### Clock distribution

Drawn at 2 px/µm.
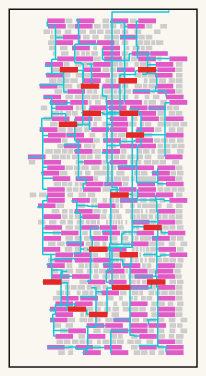
### Gate families picked out

Drawn at 2 px/µm.
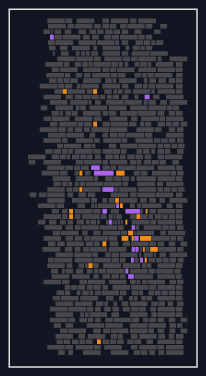
### Floorplan with the power grid

Drawn at 3 px/µm. Pins as bars on the die edge.
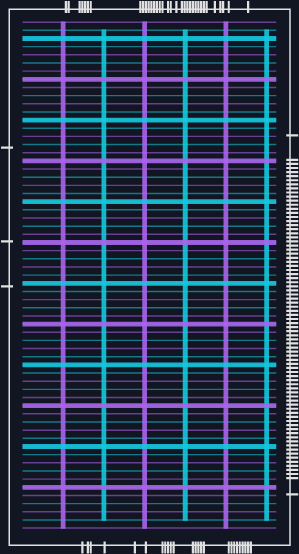
## config.mk

```make
export PLATFORM = sky130hd
export DESIGN_NAME = rtc_host
export DESIGN_NICKNAME = d
export VERILOG_FILES = /design/src/rtl/rtc_host.sv
export SDC_FILE = /design/constraint.sdc
export NUM_CORES = 1
export LEC_CHECK = 0
export CORE_ASPECT_RATIO = 2
export CORE_MARGIN = 4
export CORE_UTILIZATION = 55
export CTS_CLUSTER_SIZE = 28
export DETAILED_ROUTE_END_ITERATION = 12
export PLACE_DENSITY = 0.87
export REMOVE_ABC_BUFFERS = 1
export SKIP_CTS_REPAIR_TIMING = 1
export SLEW_MARGIN = 20
export SYNTH_ARGS = -nofsm -noshare
export SYNTH_HDL_FRONTEND = slang
export SYNTH_SLANG_ARGS = --single-unit
export TNS_END_PERCENT = 1
```

## constraint.sdc

```tcl
create_clock -name clk -period 4.4 [get_ports clk]
set_clock_uncertainty 0.2 [all_clocks]
set_input_delay 0.88 -clock clk [delete_from_list [all_inputs] [get_ports clk]]
set_output_delay 0.88 -clock clk [all_outputs]
set_load 0.02 [all_outputs]
```

## src/rtl/rtc_host.sv

```systemverilog
// rtc_host: processor-side command controller for the real-time clock.
//
// Accepts CPU commands on a valid/ready handshake. Each command is
// range-checked, issued to the RTC as a single-cycle rtc_on pulse, and
// answered on a valid/ready response channel. A shadow copy of the RTC alarm
// slots lets overflowing or duplicate alarms be rejected before issue. The
// RTC alarm level is edge-detected into a sticky, clearable irq.
//
// Optional build macro: RTC_HOST_READBACK_EN
//   When defined, a write or add/sub is followed by one READBACK cycle
//   (rtc_on=1, operation=00). The updated time is then returned in rsp_data.
//
// Ports:
//   clk, resetn                    clock, asynchronous active-low reset
//   cmd_valid/cmd_ready            command handshake (ready only in IDLE)
//   cmd_op[1:0]                    00 read, 01 write, 10 alarm, 11 add/sub
//   cmd_data[31:0]                 {sec,min,hr,day,yr}; bit5 = add(1)/sub(0)
//   rsp_valid/rsp_ready            response handshake
//   rsp_data[31:0], rsp_err        read result / command rejected
//   rtc_on, operation, w_data      RTC operation interface (registered)
//   r_data[31:0]                   RTC read data
//   alarm_intrpt                   RTC alarm level
//   irq, irq_clr                   sticky alarm interrupt and its clear

module rtc_host #(
  parameter int unsigned NUM_ALARMS    = 4,
  parameter int unsigned DAYS_PER_YEAR = 365
) (
  input  logic        clk,
  input  logic        resetn,
  input  logic        cmd_valid,
  output logic        cmd_ready,
  input  logic [1:0]  cmd_op,
  input  logic [31:0] cmd_data,
  output logic        rsp_valid,
  input  logic        rsp_ready,
  output logic [31:0] rsp_data,
  output logic        rsp_err,
  output logic        rtc_on,
  output logic [1:0]  operation,
  output logic [31:0] w_data,
  input  logic [31:0] r_data,
  input  logic        alarm_intrpt,
  output logic        irq,
  input  logic        irq_clr
);

  localparam int unsigned DATA_W = 32;
  localparam int unsigned KEY_W  = 17;
  localparam int unsigned CNT_W  = $clog2(NUM_ALARMS + 1);
  localparam int unsigned DAY_W  = 9;

  localparam logic [1:0] OP_READ   = 2'b00;
  localparam logic [1:0] OP_WRITE  = 2'b01;
  localparam logic [1:0] OP_ALARM  = 2'b10;
  localparam logic [1:0] OP_ADDSUB = 2'b11;

`ifdef RTC_HOST_READBACK_EN
  typedef enum logic [2:0] {
    S_IDLE, S_CHECK, S_ISSUE, S_RESP, S_READBACK
  } state_t;
`else
  typedef enum logic [1:0] {
    S_IDLE, S_CHECK, S_ISSUE, S_RESP
  } state_t;
`endif

  state_t state_q, state_nxt;

  logic [1:0]        op_q,        op_nxt;
  logic [DATA_W-1:0] data_q,      data_nxt;
  logic [CNT_W-1:0]  alarm_cnt_q, alarm_cnt_nxt;
  logic [KEY_W-1:0]  shadow_q [NUM_ALARMS];
  logic              shadow_we;
  logic              alarm_prev_q;

  logic              cmd_ready_nxt;
  logic              rsp_valid_nxt;
  logic [DATA_W-1:0] rsp_data_nxt;
  logic              rsp_err_nxt;
  logic              rtc_on_nxt;
  logic [1:0]        operation_nxt;
  logic [DATA_W-1:0] w_data_nxt;

  logic [KEY_W-1:0]  key_c;
  logic              range_ok_c;
  logic              dup_c;
  logic              full_c;
  logic              cmd_ok_c;

  // Field bounds on the latched word; add/sub deltas share the same bounds.
  always_comb begin
    range_ok_c = (data_q[31:26] < 6'd60) &&
                 (data_q[25:20] < 6'd60) &&
                 (data_q[19:15] < 5'd24) &&
                 (data_q[14:6]  < DAY_W'(DAYS_PER_YEAR));
  end

  // Alarm key {sec,min,hr} compared against the occupied shadow slots only.
  always_comb begin
    key_c  = data_q[31:15];
    full_c = (alarm_cnt_q == CNT_W'(NUM_ALARMS));
    dup_c  = 1'b0;
    for (int i = 0; i < NUM_ALARMS; i++) begin
      if ((CNT_W'(i) < alarm_cnt_q) && (shadow_q[i] == key_c)) begin
        dup_c = 1'b1;
      end
    end
  end

  always_comb begin
    case (op_q)
      OP_READ:  cmd_ok_c = 1'b1;
      OP_ALARM: cmd_ok_c = range_ok_c && !full_c && !dup_c;
      default:  cmd_ok_c = range_ok_c;
    endcase
  end

  // State register.
  always_ff @(posedge clk or negedge resetn) begin
    if (!resetn) begin
      state_q <= S_IDLE;
    end else begin
      state_q <= state_nxt;
    end
  end

  // Next state and next values of every registered output.
  always_comb begin
    state_nxt     = state_q;
    op_nxt        = op_q;
    data_nxt      = data_q;
    alarm_cnt_nxt = alarm_cnt_q;
    shadow_we     = 1'b0;
    rsp_data_nxt  = rsp_data;
    rsp_err_nxt   = rsp_err;
    rtc_on_nxt    = 1'b0;
    operation_nxt = OP_READ;
    w_data_nxt    = '0;

    case (state_q)
      S_IDLE: begin
        if (cmd_valid && cmd_ready) begin
          op_nxt    = cmd_op;
          data_nxt  = cmd_data;
          state_nxt = S_CHECK;
        end
      end
      S_CHECK: begin
        if (cmd_ok_c) begin
          state_nxt = S_ISSUE;
        end else begin
          rsp_err_nxt = 1'b1;
          state_nxt   = S_RESP;
        end
      end
      S_ISSUE: begin
        state_nxt = S_RESP;
        if (op_q == OP_READ) begin
          rsp_data_nxt = r_data;
        end
        if (op_q == OP_ALARM) begin
          shadow_we     = 1'b1;
          alarm_cnt_nxt = alarm_cnt_q + CNT_W'(1);
        end
`ifdef RTC_HOST_READBACK_EN
        if ((op_q == OP_WRITE) || (op_q == OP_ADDSUB)) begin
          state_nxt = S_READBACK;
        end
`endif
      end
`ifdef RTC_HOST_READBACK_EN
      S_READBACK: begin
        rsp_data_nxt = r_data;
        state_nxt    = S_RESP;
      end
`endif
      S_RESP: begin
        if (rsp_ready) begin
          rsp_err_nxt  = 1'b0;
          rsp_data_nxt = '0;
          state_nxt    = S_IDLE;
        end
      end
      default: begin
        state_nxt = S_IDLE;
      end
    endcase

    // RTC interface is registered from the next state, so it is high exactly
    // for the ISSUE cycle and otherwise drives zeros.
    if (state_nxt == S_ISSUE) begin
      rtc_on_nxt    = 1'b1;
      operation_nxt = op_q;
      w_data_nxt    = data_q;
    end
`ifdef RTC_HOST_READBACK_EN
    if (state_nxt == S_READBACK) begin
      rtc_on_nxt    = 1'b1;
      operation_nxt = OP_READ;
    end
`endif

    cmd_ready_nxt = (state_nxt == S_IDLE);
    rsp_valid_nxt = (state_nxt == S_RESP);
  end

  // Command latch, shadow table and registered outputs.
  always_ff @(posedge clk or negedge resetn) begin
    if (!resetn) begin
      op_q        <= OP_READ;
      data_q      <= '0;
      alarm_cnt_q <= '0;
      for (int i = 0; i < NUM_ALARMS; i++) begin
        shadow_q[i] <= '0;
      end
      cmd_ready   <= 1'b1;
      rsp_valid   <= 1'b0;
      rsp_data    <= '0;
      rsp_err     <= 1'b0;
      rtc_on      <= 1'b0;
      operation   <= OP_READ;
      w_data      <= '0;
    end else begin
      op_q        <= op_nxt;
      data_q      <= data_nxt;
      alarm_cnt_q <= alarm_cnt_nxt;
      for (int i = 0; i < NUM_ALARMS; i++) begin
        if (shadow_we && (CNT_W'(i) == alarm_cnt_q)) begin
          shadow_q[i] <= key_c;
        end
      end
      cmd_ready   <= cmd_ready_nxt;
      rsp_valid   <= rsp_valid_nxt;
      rsp_data    <= rsp_data_nxt;
      rsp_err     <= rsp_err_nxt;
      rtc_on      <= rtc_on_nxt;
      operation   <= operation_nxt;
      w_data      <= w_data_nxt;
    end
  end

  // Sticky alarm interrupt on the rising edge of alarm_intrpt; set beats clear.
  always_ff @(posedge clk or negedge resetn) begin
    if (!resetn) begin
      alarm_prev_q <= 1'b0;
      irq          <= 1'b0;
    end else begin
      alarm_prev_q <= alarm_intrpt;
      if (alarm_intrpt && !alarm_prev_q) begin
        irq <= 1'b1;
      end else if (irq_clr) begin
        irq <= 1'b0;
      end
    end
  end

endmodule

```

==> results.json <==
{
  "outcome": "complete, no violations",
  "simple_gate_area_share_pct": 6.52,
  "wl_met1_um": 6750,
  "syn_area_per_cell_um2": 13.6,
  "finalCritPeriodShare_pct": 65.6,
  "critical_path_required_ps": 4550,
  "min_period_ps": 2890,
  "netlist_area_um2": 7960,
  "netlist_instances": 585,
  "fmax_mhz": 346,
  "reg2reg_slack_ps": 1510,
  "path_clk_slew_ps": 60,
  "top_logic_kind": "multiplexers",
  "path_class": "flop to flop",
  "cts_buffers": 17,
  "setup_tns_ps": 0,
  "setup_violations": 0,
  "drc_errors": 0,
  "synthArstFlopShare_pct": 100,
  "yosys_cells": 585,
  "num_rows": 62,
  "antenna_found_initial": 0,
  "area_leaders": "dfrtp_1, mux2_2, xor2_1",
  "hold_class": "flop to flop",
  "pin_count": 143,
  "leakagePower_uw": 0.00465,
  "slew_viol_final": 0,
  "regArea_um2": 4480,
  "startpoint": "data_q[28]",
  "rsz0062_at_grt": "false",
  "wl_met3_um": 836,
  "syn_to_final_growth_pct": 25.5,
  "overflow": 0,
  "highest_layer": "met4",
  "ys_types": 44,
  "placement.io_buffers": 142,
  "antenna_left": 0,
  "diodes": 0,
  "combGateArea_um2": 3140,
  "grt_pass1_wl_um": 30300,
  "dr.pass1.iters": 4,
  "gp_congestion": 0.848,
  "r2r-start": "data_q[28]",
  "fin_ws_ps": 1510,
  "cp_max_fo": 26,
  "die_area_um2": 16600,
  "ys.flops": 179,
  "total_power_uw": 7250,
  "slew-limit-headroom_pct": 37.1,
  "tool_warnings": 27,
  "grt_usage_pct": 23.8,
  "post-place-ws_ps": 1330,
  "ys_seq_share_pct": 56.3,
  "num_vias": 5309,
  "critPathCapture": "w_data[20]",
  "aoi_share_pct": 10.0,
  "initCoreUtil_pct": 55.8,
  "xor_share_pct": 7.70,
  "dr_wl_met2_um": 10300,
  "hpwl_um": 12900,
  "grt_start_max_net_pins": 98,
  "synth-edff-count": 0,
  "grt_pass1_vias": 5851,
  "arrival_ps": 3040,
  "p_per_area_nw_per_um2": 726,
  "r2r_end": "w_data[20]",
  "yosys.area.top_type": "dfrtp_1",
  "maxCapViolations": 0,
  "endpoint_kind": "flop",
  "synth_warnings": 0,
  "flop_cell": "dfrtp_1",
  "ys_area_um2": 7960,
  "hold_violations": 0,
  "routed_wl_um": 18800
}
Back to the opening pictures, 'Clock distribution':
legend:
  magenta:
    item: flip-flops
    count: 179
  red:
    item: cells driving clock nets
    count: 17
  cyan:
    item: clock wires
    length: 1910 µm
routed clock nets: 18
Worst-Skew Late Latency: 420 ps
Clock Power Share: 19.6%

Back to the opening pictures, 'Gate families picked out':
legend:
  orange:
    family: NOR gates
    cells: 23
  purple:
    family: inverting AOI/OAI gates
    cells: 17
logic share of the area: 31.4%
fin cells: 912
dominant logic cell type in the layout: dfrtp_1

Back to the opening pictures, 'Floorplan with the power grid':
legend:
  cyan:
    net: VDD
  purple:
    net: VSS
signal pins: 143
met4 straps: 6
rows: 62
met5 straps: 12
core area: 14300 µm²
die height: 178 µm
Worst VDD drop: 0.000303 V

-- synthesized netlist by cell type, types with 7 or more instances --
cell / number
nor2_1: 7
clkbuf_1: 11
xor2_1: 38
mux2_2: 101
nand2_1: 9
xnor2_1: 32
dfrtp_1: 178
nand4_1: 7
a22o_1: 32
and3_1: 36
buf_2: 20
buf_6: 13
a32o_1: 33
nor4_1: 9
-- per-layer routing --
layer | vias to the layer above | global-route usage, %
li1 | 2361 | -
met1 | 2707 | 25.6
met2 | 185 | 43.0
met3 | 56 | 4.81
met4 | 0 | 13.1
met5 | - | 0
-- worst max-delay path, cell delays in order, from the launching register on --
cell     delay (ps)
dfrtp_1         560
nand4_1         210
nand3_1         130
a211o_1         340
a31oi_4         520
buf_16          240
buf_4           250
and3_1          200
a32o_1          150
-- kinds of logic after synthesis --
kind of cell,Yosys count
AND/OR/NAND/NOR,88
XOR/XNOR,70
AND-OR/OR-AND,87
buffers and inverters,56
adder cells (fa/ha/maj),3
multiplexers,102
flip-flops,179
-- worst min path at each step --
stage / startpoint / to / slack [ps] / cells after the start
after floorplan: alarm_prev_q / irq / 210 / 1
after global placement: alarm_prev_q / irq / 220 / 1
after detailed placement: alarm_prev_q / irq / 240 / 1
after CTS: alarm_prev_q / irq / 250 / 1
after global routing: alarm_prev_q / irq / 280 / 1
final: alarm_prev_q / irq / 240 / 1
-- sequential cells by signal, indices dropped and copies added (netlist names) --
register / count
rsp_err: 1
rtc_on: 1
shadow_q: 68
rsp_valid: 1
data_q: 32
alarm_prev_q: 1
alarm_cnt_q: 3
rsp_data: 32
cmd_ready: 1
op_q: 2
irq: 1
w_data: 32
operation: 2
state_q: 2
-- power breakdown --
group	switching [µW]	total, µW	internal (µW)
sequential	648	2960	2310
combinational	1400	2870	1470
clock	668	1420	757
total	2710	7250	4540
-- per-stage QoR --
stage / hold WS, ps / instance area [µm²] / utilization [%]
6_report: 244 / 9990 / 70.0
4_1_cts: 249 / 9930 / 69.6
3_5_place_dp: 243 / 9370 / 65.7
5_1_grt: 279 / 9990 / 70.0
3_3_place_gp: 220 / 9370 / 65.7
2_1_floorplan: 209 / 7620 / -
-- cell type report --
class	count	area share (%)
multi-input cells	350	31.4
clock inverters	14	1.20
flip-flops and latches	179	44.8
inverters	5	0.188
repair buffers	154	15.5
well taps	192	2.40
clock buffers	18	4.40
-- cell usage in the layout, fill, tap and decap left out, drive strengths merged, types with 3 or more instances in the layout --
cell type,count
mux2,102
a32o,33
clkbuf,18
nand2b,4
and3,36
nor2,7
nand3,6
ha,3
nand4,7
a21oi,5
dfrtp,178
clkdlybuf4s50,141
nor3,5
nor4,10
o21ai,3
xnor2,32
inv,12
buf,13
nand2,9
xor2,38
clkinv,5
a22o,32
Power and IR drop assume default switching activity.
